### src/rtl/bus_xbar_arb.sv
// Shared-bus crossbar: N_SRC sources deliver words to N_DST destinations through
// a single holding register, with round-robin source arbitration.
module bus_xbar_arb #(
    parameter  int WIDTH = 8,
    parameter  int N_SRC = 4,
    parameter  int N_DST = 4,
    localparam int DW    = $clog2(N_DST),
    localparam int PW    = $clog2(N_SRC)
) (
    input  logic                   clk,
    input  logic                   rst_n,
    input  logic [N_SRC-1:0]       src_valid,
    input  logic [N_SRC*WIDTH-1:0] src_data,
    input  logic [N_SRC*DW-1:0]    src_dst,
    output logic [N_SRC-1:0]       src_ready,
    output logic [N_DST-1:0]       dst_valid,
    output logic [N_DST*WIDTH-1:0] dst_data,
    input  logic [N_DST-1:0]       dst_ready,
    output logic                   err_drop,
    output logic [15:0]            xfer_count
);

    typedef enum logic {EMPTY = 1'b0, FULL = 1'b1} state_t;

    state_t           state_q, state_d;
    logic [WIDTH-1:0] bus_data_q, bus_data_d;
    logic [DW-1:0]    bus_dst_q, bus_dst_d;
    logic [PW-1:0]    ptr_q, ptr_d;
    logic [15:0]      xfer_count_q, xfer_count_d;

    logic             full, in_range, tgt_ready, take, drop, free, accept;
    logic             gnt_vld;
    logic [PW-1:0]    gnt_idx;
    logic [WIDTH-1:0] gnt_data;
    logic [DW-1:0]    gnt_dst;

    // First requester found walking cyclically upward from start; MSB flags a hit.
    function automatic logic [PW:0] rr_pick(input logic [N_SRC-1:0] req,
                                            input logic [PW-1:0]    start);
        logic [PW:0]   res;
        logic [PW-1:0] idx;
        res = '0;
        idx = start;
        for (int i = 0; i < N_SRC; i++) begin
            if (!res[PW] && req[idx]) res = {1'b1, idx};
            idx = (idx == PW'(N_SRC - 1)) ? '0 : idx + 1'b1;
        end
        return res;
    endfunction

    always_comb begin
        full      = (state_q == FULL);
        in_range  = 1'b0;
        tgt_ready = 1'b0;
        for (int j = 0; j < N_DST; j++) begin
            if (bus_dst_q == DW'(j)) begin
                in_range  = 1'b1;
                tgt_ready = dst_ready[j];
            end
        end
        take = full & in_range & tgt_ready;
        drop = full & ~in_range;
        // A discarded word frees the register in the same cycle, like a take.
        free = ~full | take | drop;
        {gnt_vld, gnt_idx} = rr_pick(src_valid, ptr_q);
        accept   = gnt_vld & free & rst_n;
        gnt_data = '0;
        gnt_dst  = '0;
        src_ready = '0;
        for (int i = 0; i < N_SRC; i++) begin
            if (gnt_idx == PW'(i)) begin
                gnt_data = src_data[i*WIDTH +: WIDTH];
                gnt_dst  = src_dst[i*DW +: DW];
            end
            src_ready[i] = accept & (gnt_idx == PW'(i));
        end
    end

    always_comb begin
        state_d      = state_q;
        bus_data_d   = bus_data_q;
        bus_dst_d    = bus_dst_q;
        ptr_d        = ptr_q;
        xfer_count_d = xfer_count_q + {15'd0, take};
        case (state_q)
            EMPTY:   if (accept) state_d = FULL;
            FULL:    if (!accept && (take || drop)) state_d = EMPTY;
            default: state_d = EMPTY;
        endcase
        if (accept) begin
            bus_data_d = gnt_data;
            bus_dst_d  = gnt_dst;
            ptr_d      = (gnt_idx == PW'(N_SRC - 1)) ? '0 : gnt_idx + 1'b1;
        end
    end

    always_ff @(posedge clk or negedge rst_n) begin
        if (!rst_n) begin
            state_q      <= EMPTY;
            bus_data_q   <= '0;
            bus_dst_q    <= '0;
            ptr_q        <= '0;
            xfer_count_q <= '0;
        end else begin
            state_q      <= state_d;
            bus_data_q   <= bus_data_d;
            bus_dst_q    <= bus_dst_d;
            ptr_q        <= ptr_d;
            xfer_count_q <= xfer_count_d;
        end
    end

    always_comb begin
        dst_valid = '0;
        dst_data  = '0;
        for (int j = 0; j < N_DST; j++) begin
            if (full && bus_dst_q == DW'(j)) begin
                dst_valid[j]                = 1'b1;
                dst_data[j*WIDTH +: WIDTH] = bus_data_q;
            end
        end
    end

    assign err_drop   = drop;
    assign xfer_count = xfer_count_q;

endmodule

### config.mk
export PLATFORM = sky130hd
export DESIGN_NAME = bus_xbar_arb
export DESIGN_NICKNAME = d
export VERILOG_FILES = /design/src/rtl/bus_xbar_arb.sv
export SDC_FILE = /design/constraint.sdc
export NUM_CORES = 1
export LEC_CHECK = 0
export CORE_MARGIN = 4
export CORE_UTILIZATION = 25
export CTS_CLUSTER_SIZE = 40
export DETAILED_ROUTE_END_ITERATION = 10
export GPL_ROUTABILITY_DRIVEN = 0
export PLACE_DENSITY_LB_ADDON = 0.25
export SYNTH_ARGS = -nofsm -noshare
export SYNTH_HDL_FRONTEND = slang
export SYNTH_SLANG_ARGS = --single-unit
### constraint.sdc
create_clock -name clk -period 6.19 [get_ports clk]
set_input_delay 1.857 -clock clk [delete_from_list [all_inputs] [get_ports clk]]
set_output_delay 1.857 -clock clk [all_outputs]
set_load 0.02 [all_outputs]
run_1/pdn.png
Drawn at 4 px/um. Pins as bars on the die edge. Tap cells in grey.
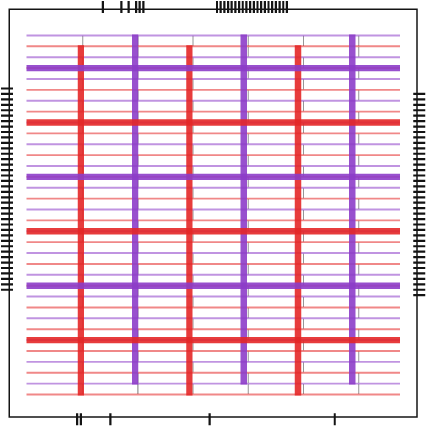
Key: red = VSS; purple = VDD
34 met1 rails follow the rows. 6 straps on met4. 6 straps on met5. 105 tap cells.
die y size: 102 um
Chip Width: 102 um

run_1/cell_classes.png
Drawn at 4 px/um. Fill, decap, tap and diode cells in grey.
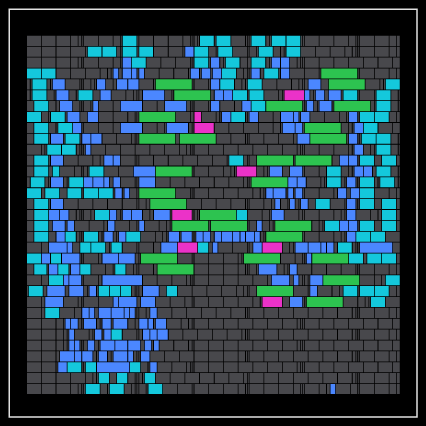
Key: green = flip-flops [cells 29, share of their area 21%]; magenta = clock drivers and dummy loads [cells 8, share of their area 3.0%]; cyan = other buffers and delay cells [cells 124, share of their area 35%]; blue = all other logic [cells 193, share of their area 41%]

==> flow_summary.json, run 1 <==
{
  "totalPowerFinal_uw": 1760,
  "ctsRootBufferMaster": "sky130_fd_sc_hd__clkbuf_8",
  "clkTransAtPathRegs_ns": 0.06,
  "cts_max_level": 2,
  "worst_setup_path_startpoint": "src_valid[0]",
  "cts_inserted_buffers": 5,
  "max-clock-path-buffers": 2,
  "dp_worst_setup_slack_ns": -0.191,
  "regToRegSetupSlack_ns": 2.42,
  "dpl-instance-area_mm2": 0.00342,
  "setup.worst_path.end_class": "output pin",
  "outcome": "complete, no violations",
  "drive_above_1_share_pct": 13.0,
  "p_sw_share_pct": 44.5,
  "power.switching_uw": 781,
  "fp_nets": 294,
  "tool_warnings": 29,
  "ys.flop_type": "sky130_fd_sc_hd__dfrtp_1",
  "route.antenna.remaining_nets": 0,
  "chipArea_mm2": 0.0103,
  "final.period_utilization_pct": 98.1,
  "grt_use_total_pct": 12.5,
  "critPathBufInv": 2,
  "detail_route.drc_violations": 0,
  "netlist-cell-type-count": 42,
  "filler_cell_count": 859,
  "holdCritPathClass": "reg2reg",
  "max_clock_freq_ghz": 0.165,
  "yosys.stat.chipArea_mm2": 0.00219,
  "worstMarginPinSlew_ns": 1.14,
  "start_kind": "input pin"
}
run_1/clock_map.png
Drawn at 4 px/um.
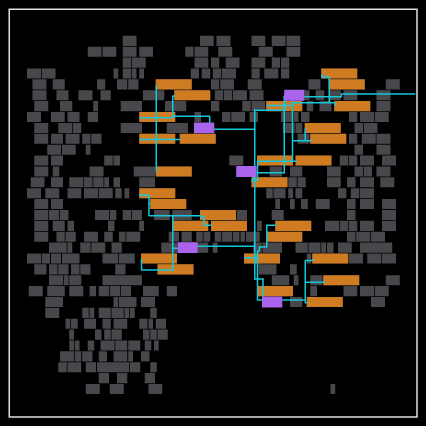
Key: orange = flip-flops [count 29]; purple = cells driving clock nets [count 5]; cyan = clock wires [length 401 um]
There are 6 routed clock nets.
clock share of power: 9.6%
reported clock group power: 168 uW
final clock skew: 0.00315 ns

-- run 1: worst reg2reg max path, cell delays in order (launching register included) --
cell                       delay, ns
sky130_fd_sc_hd__dfrtp_1        0.53
sky130_fd_sc_hd__ha_1           0.64
sky130_fd_sc_hd__inv_1          0.19
sky130_fd_sc_hd__a311o_1        0.39
sky130_fd_sc_hd__nor2_1         0.10
sky130_fd_sc_hd__o21ai_0        0.11
sky130_fd_sc_hd__a32o_1         0.25
sky130_fd_sc_hd__ha_1           0.19
sky130_fd_sc_hd__buf_4          0.17
sky130_fd_sc_hd__nor2b_1        0.46
sky130_fd_sc_hd__a221oi_1       0.17
sky130_fd_sc_hd__nor3_1         0.17
sky130_fd_sc_hd__a21oi_1        0.08
sky130_fd_sc_hd__o31ai_1        0.21
-- run 1: layer usage --
layer | track usage, % | up-vias | share of wire, %
li1 | - | 1075 | -
met1 | 17.1 | 982 | 47
met2 | 19.1 | 100 | 42
met3 | 4.20 | 7 | 10
met4 | 3.07 | 0 | 0.94
met5 | 0 | - | 0
-- run 1: power by group through the flow --
stage               sequential (uW)  clock (uW)  combinational (uW)
finish                          341         168                1250
global route                    359         183                1380
CTS                             343         176                1250
detailed placement              346           0                1260
global placement                343           0                1250
floorplan                       325           0                 833
-- run 1: logic make-up after synthesis --
family | Yosys count | synth area share (%)
xor+xnor | 14 | 5.60
compound gates | 50 | 17.1
buf+inv | 19 | 4.63
other cells | 1 | 0.171
fa+ha+maj | 7 | 4.00
simple gates | 103 | 26.2
mux | 14 | 9.15
flops | 29 | 33.2
-- run 1: layout make-up --
class	count	area share, %
Multi-Input combinational cell	189	38.7
Timing Repair Buffer	124	33.7
Clock buffer	7	2.74
Inverter	4	0.426
Clock inverter	1	0.142
Sequential cell	29	20.6
Tap cell	105	3.73
==> run 1 -> run 2 <==
ABC_AREA = 0   (was default)
run_2/cell_classes.png
Drawn at 4 px/um. Fill, decap, tap and diode cells in grey.
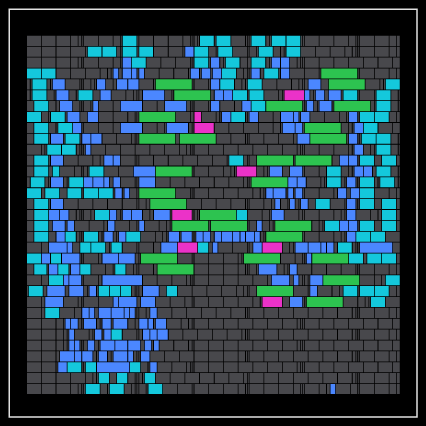
Key: green = flip-flops [cells 29, share of their area 21%]; cyan = other buffers and delay cells [cells 124, share of their area 35%]; blue = all other logic [cells 193, share of their area 41%]; magenta = clock drivers and dummy loads [cells 8, share of their area 3.0%]

==> run 2 against run 1 <==
Net effect:
- wire length is the same
- utilization unchanged
- total power unchanged
- first-iteration DRC count unchanged
- critical path type unchanged
==> flow_summary.json, run 2 <==
{
  "outcome": "complete, no violations",
  "dieHeight_um": 102,
  "drive_above_1_share_pct": 13.0,
  "cts_max_level": 2,
  "die-width_um": 102,
  "seq_cell_count": 29,
  "power.switching_uw": 781,
  "totalPowerFinal_uw": 1760,
  "dominant-cell-class": "logic gates",
  "detail_route.drc_violations": 0,
  "p_sw_share_pct": 44.5,
  "final.period_utilization_pct": 98.1,
  "area_share_clock_buf_inv_pct": 2.88,
  "start_kind": "input pin",
  "netlist-cell-type-count": 42,
  "clockNetworkPower_uw": 168,
  "power.share.clock_pct": 9.6,
  "inverters_excl_clock": 4,
  "tool_warnings": 29,
  "layout.non_clock_buffers": 124
}
run_2/final_congestion.png
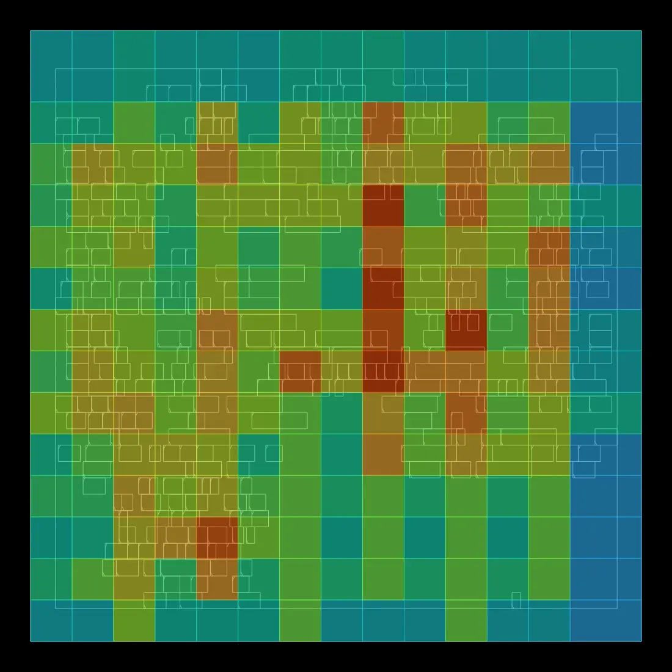
most used routing layer: met2
total track usage: 12.5%
met3 capacity usage during global routing: 4.20%

run 2: worst max-delay path, stage by stage:
cell and delay, ns:
sky130_fd_sc_hd__clkdlybuf4s50_1 0.42, sky130_fd_sc_hd__mux4_2 0.45, sky130_fd_sc_hd__a311o_1 0.37, sky130_fd_sc_hd__nor2_1 0.10, sky130_fd_sc_hd__o21ai_0 0.11, sky130_fd_sc_hd__a32o_1 0.25
sky130_fd_sc_hd__ha_1 0.19, sky130_fd_sc_hd__and2_1 0.13, sky130_fd_sc_hd__dlygate4sd2_1 0.31
run 2: final timing paths:
check	from	to	slack, ns	cells past startpoint
worst max-delay path	src_valid[0]	src_ready[0]	0.12	9
min in group asynchronous	rst_n	bus_dst_q[1]	2.13	2
worst min-delay path	xfer_count[15]	xfer_count[15]	0.48	1
max in group asynchronous	rst_n	xfer_count[2]	3.80	2
worst min register to register	xfer_count[15]	xfer_count[15]	0.48	1
worst max register to register	ptr_q[0]	bus_dst_q[1]	2.42	13
run 2: per-layer routing:
metal / vias to the layer above / GRT usage (%) / part of all wire, %
met5: - / 0 / 0
met4: 0 / 3.07 / 0.94
met2: 100 / 19.1 / 42
li1: 1075 / - / -
met3: 7 / 4.20 / 10
met1: 982 / 17.1 / 47
run 2: stage by stage:
step	worst slack (ns)	cells
finish	0.117	459
global route	0.00687	459
CTS	0.0798	458
detailed placement	-0.191	450
global placement	-0.214	450
floorplan	0.346	237
run 2: kinds of logic after synthesis:
group | count (synthesis) | share of synthesized area (%)
XOR/XNOR | 14 | 5.60
AND/OR/NAND/NOR | 103 | 26.2
multiplexers | 14 | 9.15
other | 1 | 0.171
AND-OR/OR-AND | 50 | 17.1
adder cells (fa/ha/maj) | 7 | 4.00
flip-flops | 29 | 33.2
buffers and inverters | 19 | 4.63
run_2/pdn.png
Drawn at 4 px/um. Pins as bars on the die edge. Tap cells in grey.
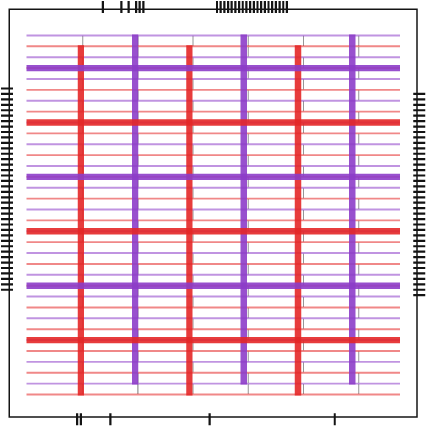

==> run 2 -> run 3 <==
CORE_MARGIN = default   (was 4)
GPL_TIMING_DRIVEN = 0   (was default)
run_3/pdn.png
Drawn at 4 px/um. Pins as bars on the die edge. Tap cells in grey.
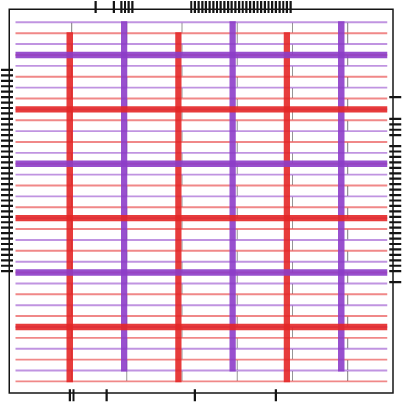
Key: purple = VDD; red = VSS
34 met1 rails follow the rows. 107 signal pins sit on the boundary. The core has 33 rows.

run_3/clock_map.png
Drawn at 4 px/um.
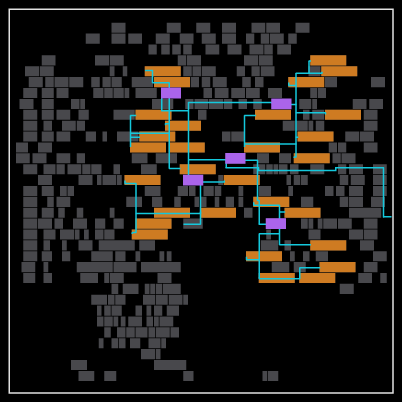
Key: cyan = clock wires [length 390 um]; orange = flip-flops [count 29]; purple = cells driving clock nets [count 5]
There are 6 routed clock nets.

==> run 3 against run 2 <==
Net effect:
- combinational power increased by 3%
- die size fell by 11%
- final cell count down 1.7%
- total power up 0.41%
- non-clock buffer count down 7
- utilization fell by 0.42 points
- wire length shrank 5.9%
- setup slack gained 0.018 ns
- critical endpoint unchanged
- largest cell class unchanged
==> flow_summary.json, run 3 <==
{
  "outcome": "complete, no violations",
  "cp_cell_sequence": "dlygate4sd2_1 > mux4_2 > a311o_1 > nor3_2 > a32o_1 > ha_1 > and2_1 > dlygate4sd2_1",
  "netlist-cell-type-count": 42,
  "grt_use_total_pct": 13.7,
  "clockNetworkPower_uw": 153,
  "filler_cell_count": 861,
  "p_sw_share_pct": 45.9,
  "maxUsedRoutingLayer": "met4",
  "setup.worst_path.end_class": "output pin",
  "worstMarginPinSlew_ns": 1.10,
  "max-clock-path-buffers": 2,
  "crit_path_top_delay_cell": "sky130_fd_sc_hd__mux4_2",
  "detail_route.drc_violations": 0,
  "dp_worst_setup_slack_ns": -0.796,
  "yosys.stat.chipArea_mm2": 0.00219,
  "crit_top_cell": "sky130_fd_sc_hd__dlygate4sd2_1",
  "drive_above_1_share_pct": 11.0,
  "clock_skew_ns": 0.00381,
  "chipArea_mm2": 0.00913,
  "start_kind": "input pin",
  "cp_slowest_stage_delay_ns": 0.47,
  "final.period_utilization_pct": 97.8,
  "use_met1_pct": 18.0,
  "met2_wirelength_um": 2730
}
==> run 3: cell types whose count changed in the layout (fill, tap and decap cells not counted), moves of 2 or more <==
| cell | delta |
|---|---|
| sky130_fd_sc_hd__buf_4 | -14 |
| sky130_fd_sc_hd__buf_6 | +3 |
| sky130_fd_sc_hd__clkbuf_1 | +8 |
| sky130_fd_sc_hd__clkdlybuf4s50_1 | -5 |
| sky130_fd_sc_hd__dlygate4sd2_1 | +2 |
| sky130_fd_sc_hd__ha_1 | -3 |
| sky130_fd_sc_hd__ha_4 | +2 |
==> run 3: cell type report <==
type	instances	share of cell area, %
multi-input cells	189	40.4
repair buffers	105	29.8
flip-flops and latches	29	20.9
well taps	105	3.79
clock buffers	7	2.49
plain buffers	12	2.16
inverters	4	0.433
==> run 3: path summary, 6_finish.rpt <==
check                      slack, ns              to  cells past startpoint            from
setup / recovery                0.13    src_ready[0]                      8    src_valid[1]
max in group asynchronous       4.12   bus_data_q[7]                      1           rst_n
hold reg to reg                 0.48  xfer_count[15]                      1  xfer_count[15]
setup reg to reg                2.58   bus_data_q[7]                     12        ptr_q[0]
min in group asynchronous       1.62   xfer_count[4]                      1           rst_n
hold / removal                  0.48  xfer_count[15]                      1  xfer_count[15]
==> run 3: cells by family after synthesis <==
kind of cell / count (synthesis) / share of synthesized area [%]
AOI/OAI and AO/OA: 50 / 17.1
xor gates and xnor gates: 14 / 5.60
adders and majority gates: 7 / 4.00
buffers and inverters: 19 / 4.63
DFF: 29 / 33.2
muxes: 14 / 9.15
other: 1 / 0.171
and+or+nand+nor: 103 / 26.2
==> run 3: timing repair <==
item	CTS	global route
setup buffers	3	0
hold buffers	0	0
gates resized	13	2
setup endpoints to repair	4	4
pin swaps	3	1
cloned	0	0
No activity file was given, so power comes from the tool's default toggle rates.
